--- config.mk ---
export PLATFORM = sky130hd
export DESIGN_NAME = div_unit_flat
export DESIGN_NICKNAME = d
export VERILOG_FILES = /design/src/rtl/div_unit_pkg.sv /design/src/rtl/div_unit_if.sv /design/src/rtl/div_unit_step.sv /design/src/rtl/div_unit.sv /design/src/flat_wrapper.sv
export SDC_FILE = /design/constraint.sdc
export NUM_CORES = 1
export LEC_CHECK = 0
export ABC_CLOCK_PERIOD_IN_PS = 14700
export CORE_UTILIZATION = 40
export DETAILED_ROUTE_END_ITERATION = 12
export DONT_BUFFER_PORTS = 1
export PLACE_DENSITY = 0.66
export SYNTH_ARGS = -nofsm -noshare
export SYNTH_HDL_FRONTEND = slang
export SYNTH_HIERARCHICAL = 1
export SYNTH_SLANG_ARGS = --single-unit
--- constraint.sdc ---
create_clock -name clk -period 14.7 [get_ports clk]
set_clock_uncertainty 0.15 [all_clocks]
set_input_delay 1.47 -clock clk [delete_from_list [all_inputs] [get_ports clk]]
set_output_delay 1.47 -clock clk [all_outputs]
set_load 0.02 [all_outputs]
--- src/rtl/div_unit_pkg.sv ---
// Shared types and constants for the radix-2 restoring divider:
// state encodings, iteration count and the cleared result value.
package div_unit_pkg;

    typedef enum logic [1:0] {
        DIV_FREE   = 2'b00,
        DIV_BYZERO = 2'b01,
        DIV_ON     = 2'b10,
        DIV_END    = 2'b11
    } div_state_e;

    localparam int DIV_ITER_CNT = 32;

    localparam logic [2*DIV_ITER_CNT-1:0] RESULT_ZERO = '0;

endpackage

--- src/rtl/div_unit_if.sv ---
// EX-stage <-> divider request/response bundle; master is the EX stage,
// slave is the divider.
interface div_unit_if
    import div_unit_pkg::*;
#(
    parameter int WIDTH = DIV_ITER_CNT
);
    logic               start;
    logic               signed_div;
    logic               annul;
    logic [WIDTH-1:0]   opdata1;
    logic [WIDTH-1:0]   opdata2;
    logic [2*WIDTH-1:0] result;
    logic               ready;
    logic               busy;

    modport master (
        output start, signed_div, annul, opdata1, opdata2,
        input  result, ready, busy
    );

    modport slave (
        input  start, signed_div, annul, opdata1, opdata2,
        output result, ready, busy
    );
endinterface

--- src/rtl/div_unit_step.sv ---
// One combinational restoring-division step: shift the next dividend bit into
// the partial remainder and subtract the divisor when it fits.
module div_step #(
    parameter int WIDTH = 32
) (
    input  logic [WIDTH-1:0] rem_in,
    input  logic             dvd_bit,
    input  logic [WIDTH-1:0] divisor,
    output logic [WIDTH-1:0] rem_out,
    output logic             q_bit
);
    logic [WIDTH:0]   shifted;
    logic [WIDTH-1:0] diff;

    // A set top bit means the shifted value already exceeds any WIDTH-bit
    // divisor; the low-word subtraction is exact whenever q_bit is set.
    always_comb begin
        shifted = {rem_in, dvd_bit};
        q_bit   = shifted[WIDTH] | (shifted[WIDTH-1:0] >= divisor);
        diff    = shifted[WIDTH-1:0] - divisor;
        rem_out = q_bit ? diff : shifted[WIDTH-1:0];
    end
endmodule

--- src/rtl/div_unit.sv ---
// Multi-cycle DIV/DIVU unit producing {remainder, quotient} for HI/LO.
// Define DIV_SHORTCUT_EN to finish early when |dividend| < |divisor|.
module div_unit
    import div_unit_pkg::*;
#(
    parameter int WIDTH = DIV_ITER_CNT
) (
    input  logic       clk,
    input  logic       resetn,
    div_unit_if.slave  bus
);
    localparam int CW = $clog2(WIDTH) + 1;

    div_state_e         state_q, state_d;
    logic [CW-1:0]      count_q, count_d;
    logic [WIDTH-1:0]   dividend_q, dividend_d;
    logic [WIDTH-1:0]   divisor_q, divisor_d;
    logic [WIDTH-1:0]   rem_q, rem_d;
    logic               neg_quot_q, neg_quot_d;
    logic               neg_rem_q, neg_rem_d;
    logic [2*WIDTH-1:0] result_q, result_d;
    logic               busy_d, ready_d;

    logic               op1_neg, op2_neg;
    logic [WIDTH-1:0]   op1_mag, op2_mag;
    logic [WIDTH-1:0]   step_rem, quot_final, fixed_quot, fixed_rem;
    logic               step_q;

    // The dividend register doubles as the quotient register: each step
    // shifts a dividend bit out of the top and a quotient bit into the bottom.
    div_step #(.WIDTH(WIDTH)) u_step (
        .rem_in  (rem_q),
        .dvd_bit (dividend_q[WIDTH-1]),
        .divisor (divisor_q),
        .rem_out (step_rem),
        .q_bit   (step_q)
    );

    always_comb begin
        op1_neg    = bus.signed_div & bus.opdata1[WIDTH-1];
        op2_neg    = bus.signed_div & bus.opdata2[WIDTH-1];
        op1_mag    = op1_neg ? (~bus.opdata1 + 1'b1) : bus.opdata1;
        op2_mag    = op2_neg ? (~bus.opdata2 + 1'b1) : bus.opdata2;
        quot_final = {dividend_q[WIDTH-2:0], step_q};
        fixed_quot = neg_quot_q ? (~quot_final + 1'b1) : quot_final;
        fixed_rem  = neg_rem_q ? (~step_rem + 1'b1) : step_rem;
    end

    always_comb begin
        state_d    = state_q;
        count_d    = count_q;
        dividend_d = dividend_q;
        divisor_d  = divisor_q;
        rem_d      = rem_q;
        neg_quot_d = neg_quot_q;
        neg_rem_d  = neg_rem_q;
        result_d   = result_q;
        busy_d     = 1'b0;
        ready_d    = 1'b0;

        case (state_q)
            DIV_FREE: begin
                if (bus.start && !bus.annul) begin
                    busy_d = 1'b1;
                    if (bus.opdata2 == '0) begin
                        state_d = DIV_BYZERO;
`ifdef DIV_SHORTCUT_EN
                    end else if (op1_mag < op2_mag) begin
                        result_d = {bus.opdata1, {WIDTH{1'b0}}};
                        state_d  = DIV_END;
`endif
                    end else begin
                        dividend_d = op1_mag;
                        divisor_d  = op2_mag;
                        rem_d      = '0;
                        count_d    = '0;
                        neg_quot_d = op1_neg ^ op2_neg;
                        neg_rem_d  = op1_neg;
                        state_d    = DIV_ON;
                    end
                end
            end
            DIV_BYZERO: begin
                busy_d = 1'b1;
                if (bus.annul) begin
                    state_d = DIV_FREE;
                end else begin
                    result_d = (2*WIDTH)'(RESULT_ZERO);
                    state_d  = DIV_END;
                end
            end
            DIV_ON: begin
                busy_d = 1'b1;
                if (bus.annul) begin
                    state_d = DIV_FREE;
                end else if (count_q == CW'(WIDTH - 1)) begin
                    result_d = {fixed_rem, fixed_quot};
                    state_d  = DIV_END;
                end else begin
                    rem_d      = step_rem;
                    dividend_d = quot_final;
                    count_d    = count_q + CW'(1);
                end
            end
            DIV_END: begin
                ready_d = 1'b1;
                if (bus.annul || !bus.start) begin
                    state_d = DIV_FREE;
                end
            end
            default: state_d = DIV_FREE;
        endcase
    end

    always_ff @(posedge clk or negedge resetn) begin
        if (!resetn) begin
            state_q    <= DIV_FREE;
            count_q    <= '0;
            dividend_q <= '0;
            divisor_q  <= '0;
            rem_q      <= '0;
            neg_quot_q <= 1'b0;
            neg_rem_q  <= 1'b0;
            result_q   <= (2*WIDTH)'(RESULT_ZERO);
        end else begin
            state_q    <= state_d;
            count_q    <= count_d;
            dividend_q <= dividend_d;
            divisor_q  <= divisor_d;
            rem_q      <= rem_d;
            neg_quot_q <= neg_quot_d;
            neg_rem_q  <= neg_rem_d;
            result_q   <= result_d;
        end
    end

    assign bus.result = result_q;
    assign bus.ready  = ready_d;
    assign bus.busy   = busy_d;
endmodule

--- src/flat_wrapper.sv ---
// flat-port wrapper written by rule: the top's interface ports become plain ports
module div_unit_flat import div_unit_pkg::*;
#(
    parameter int WIDTH = DIV_ITER_CNT
)
  (clk, resetn, bus_start, bus_signed_div, bus_annul, bus_opdata1, bus_opdata2, bus_result, bus_ready, bus_busy);
  div_unit_if #(.WIDTH(WIDTH)) bus_i ();
  input  logic clk;
  input  logic resetn;
  input wire logic [$bits(bus_i.start)-1:0] bus_start;
  input wire logic [$bits(bus_i.signed_div)-1:0] bus_signed_div;
  input wire logic [$bits(bus_i.annul)-1:0] bus_annul;
  input wire logic [$bits(bus_i.opdata1)-1:0] bus_opdata1;
  input wire logic [$bits(bus_i.opdata2)-1:0] bus_opdata2;
  output wire logic [$bits(bus_i.result)-1:0] bus_result;
  output wire logic [$bits(bus_i.ready)-1:0] bus_ready;
  output wire logic [$bits(bus_i.busy)-1:0] bus_busy;
  assign bus_i.start = bus_start;
  assign bus_i.signed_div = bus_signed_div;
  assign bus_i.annul = bus_annul;
  assign bus_i.opdata1 = bus_opdata1;
  assign bus_i.opdata2 = bus_opdata2;
  assign bus_result = bus_i.result;
  assign bus_ready = bus_i.ready;
  assign bus_busy = bus_i.busy;
  div_unit #(.WIDTH(WIDTH)) u_core (.clk(clk), .resetn(resetn), .bus(bus_i));
endmodule
### Clock wires, drivers and flops

The bar under the picture is 50 um long.
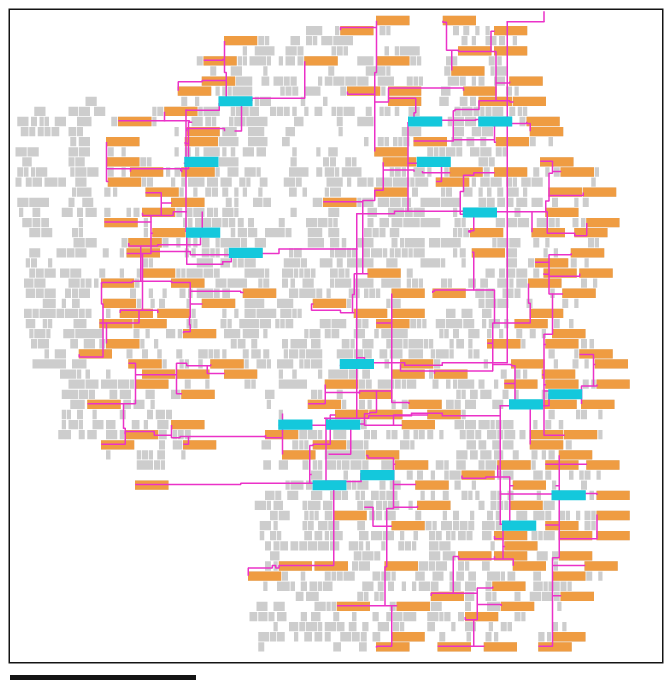
[cyan] cells driving clock nets | count: 17
[magenta] clock wires | length: 2390 um
[orange] flip-flops | count: 170
flops lie	all over the die
routed clock nets	18
clock group share of total power: 12.3%
Latency at later pin: 0.44 ns
Clock group: 438 uW

### Pin placement

Pins as bars across the die edge, other pins in grey.
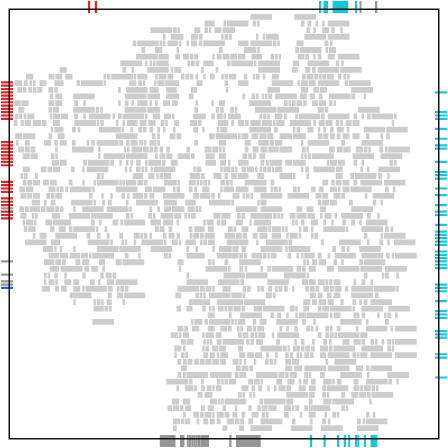
colour	port	pins	direction	edge
red	`bus_opdata2`	32	input	30 west, 2 north
cyan	`bus_result`	64	output	42 east, 11 south, 11 north
blue	`bus_start`	1	input	west
all pins by edge	42 south, 42 east, 36 west, 15 north
Die Ht: 176 um
DIE WIDTH: 176 um

==> out/results.tsv <==
metric	value	unit
status	finished, final reports clean	
worst-margin pin slew	1.09	ns
die area	0.0308	mm^2
post-route ant nets	0	
post-synthesis register bit count	170	
sink of the worst hold path	u_core/divisor_q[31]	
clk slew on worst S/H paths	0.07	ns
maxcap violations	0	
Critical Path Fanout Max	20	
# IOs	135	
Cells on Worst Hold Path	2	
worst hold slack	0.330	ns
R2R setup slack	8.97	ns
nets@finish	1506	
HP Class	register to register	
DRT iter0 DRCs	727	
Combinational Area	0.00714	mm^2
total tool warning count	32	
ys async rst share	100	%
Avg Cell Area, Syn	8.33	um^2
clock tree buffer depth	2	
ys cells	1446	
Setup TNS	0	ns
crit start category	register	
adder-cell share of the synthesized area	4.53	%
initial antenna violation count	0	
row count	63	
Dominant Register Cell	dfrtp_1	
xor/xnor share	10.3	%
total grt overflow	0	
delay-heaviest family, CP	AND-OR/OR-AND gates	
Netlist cell types	79	
register area share after synthesis	35.3	%
CTS Buf Count	17	
Post-CTS Resized	0	
### Cell placement

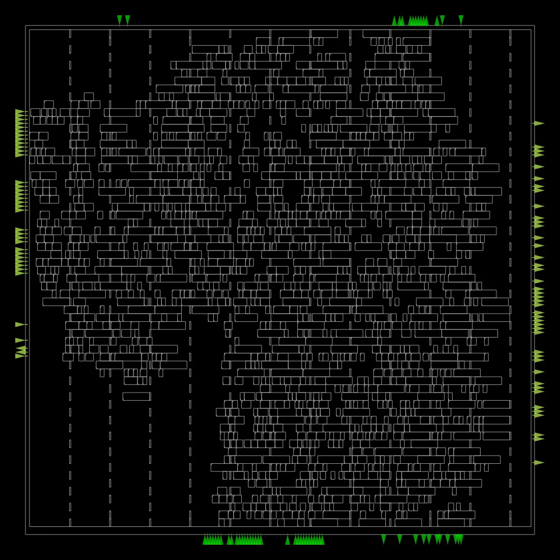
FFs & Latches: 170
Core Area: 0.0296 mm^2
Final Util: 42.9%

### Wiring by layer

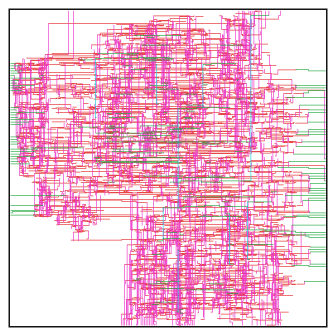
colour	layer	wire length
red	met1	16600 um
cyan	met4	336 um
magenta	met2	13600 um
green	met3	2140 um

## cells in the final DEF, fill, tap and decap left out, types with 9 or more instances in the layout
master     count
nor3_1        24
mux2i_1       19
o31ai_1       40
nand2b_1      10
or3_1         20
inv_1         69
nand2_1      272
o21ai_0      193
ha_1          41
dfrtp_1      170
xor2_1        73
nor2b_1       16
xnor2_1       68
nor2_1        60
a21oi_1       73
nand3_1       19
o21a_1         9
o41ai_1       11
o21ai_1       12
o21bai_1       9
mux2_4        24
clkbuf_16     17
nor4_1        15
or4_1         16
nand4_1       12
## cell type report
class	count	share of cell area, %
Multi-Input combinational cell	1131	56.1
Sequential cell	170	33.4
Tap cell	390	3.84
Clock buffer	19	3.40
Inverter	69	2.04
Clock inverter	12	0.905
Timing Repair Buffer	5	0.295
## worst max path at each step
stage                     startpoint                     to  slack, ns  cells past startpoint
2_1_floorplan  u_core/dividend_q[31]  u_core/bus.result[63]      10.12                     19
3_3_place_gp        u_core/rem_q[19]  u_core/bus.result[63]       9.15                     16
3_5_place_dp   u_core/dividend_q[31]  u_core/bus.result[53]       9.03                     18
4_1_cts        u_core/dividend_q[31]  u_core/bus.result[53]       8.98                     18
5_1_grt             u_core/rem_q[20]  u_core/bus.result[59]       8.52                     16
6_report       u_core/dividend_q[31]  u_core/bus.result[53]       8.97                     18
## per-layer routing
metal  part of all wire, %  global-route usage [%]
met5                     0                       0
met4                   1.0                    5.07
met3                   6.5                    4.35
met2                    42                    31.1
met1                    51                    33.1
## logic make-up (layout without fill, tap and decap cells)
| logic type | after synthesis | after routing |
|---|---|---|
| xor gates and xnor gates | 141 | 141 |
| DFF | 170 | 170 |
| muxes | 47 | 47 |
| and+or+nand+nor | 496 | 496 |
| buffers and inverters | 145 | 105 |
| adders and majority gates | 43 | 43 |
| AOI/OAI and AO/OA | 404 | 404 |
## metrics by stage
step                util, %  power (mW)  cells
floorplan                 -        2.65   1446
global placement       41.1        3.08   1765
detailed placement     41.1        3.11   1765
CTS                    42.9        3.56   1796
global route           42.9        3.88   1796
finish                 42.9        3.58   1796
## power by group
group	switching, mW	internal (mW)
registers	0.315	0.676
logic	1.29	0.857
clock network	0.203	0.235
## state kept, by name, indices dropped and copies added (netlist names)
name,flops
u_core/divisor_q,32
u_core/rem_q,32
u_core/neg_quot_q,1
u_core/neg_rem_q,1
u_core/count_q,6
u_core/dividend_q,32
u_core/bus.result,64
u_core/state_q,2
## worst register-to-register path: cells and delay by family, from the launching register on
kind                     cells  cell delay [ns]
AND-OR/OR-AND                8             1.78
XOR/XNOR                     1             0.17
adder cells (fa/ha/maj)      2             0.62
buffers and inverters        2             0.49
flip-flops                   1             0.35
multiplexers                 1             0.44
AND/OR/NAND/NOR              4             1.58
Power figures rest on the tool's default switching activity, not on a simulated workload.
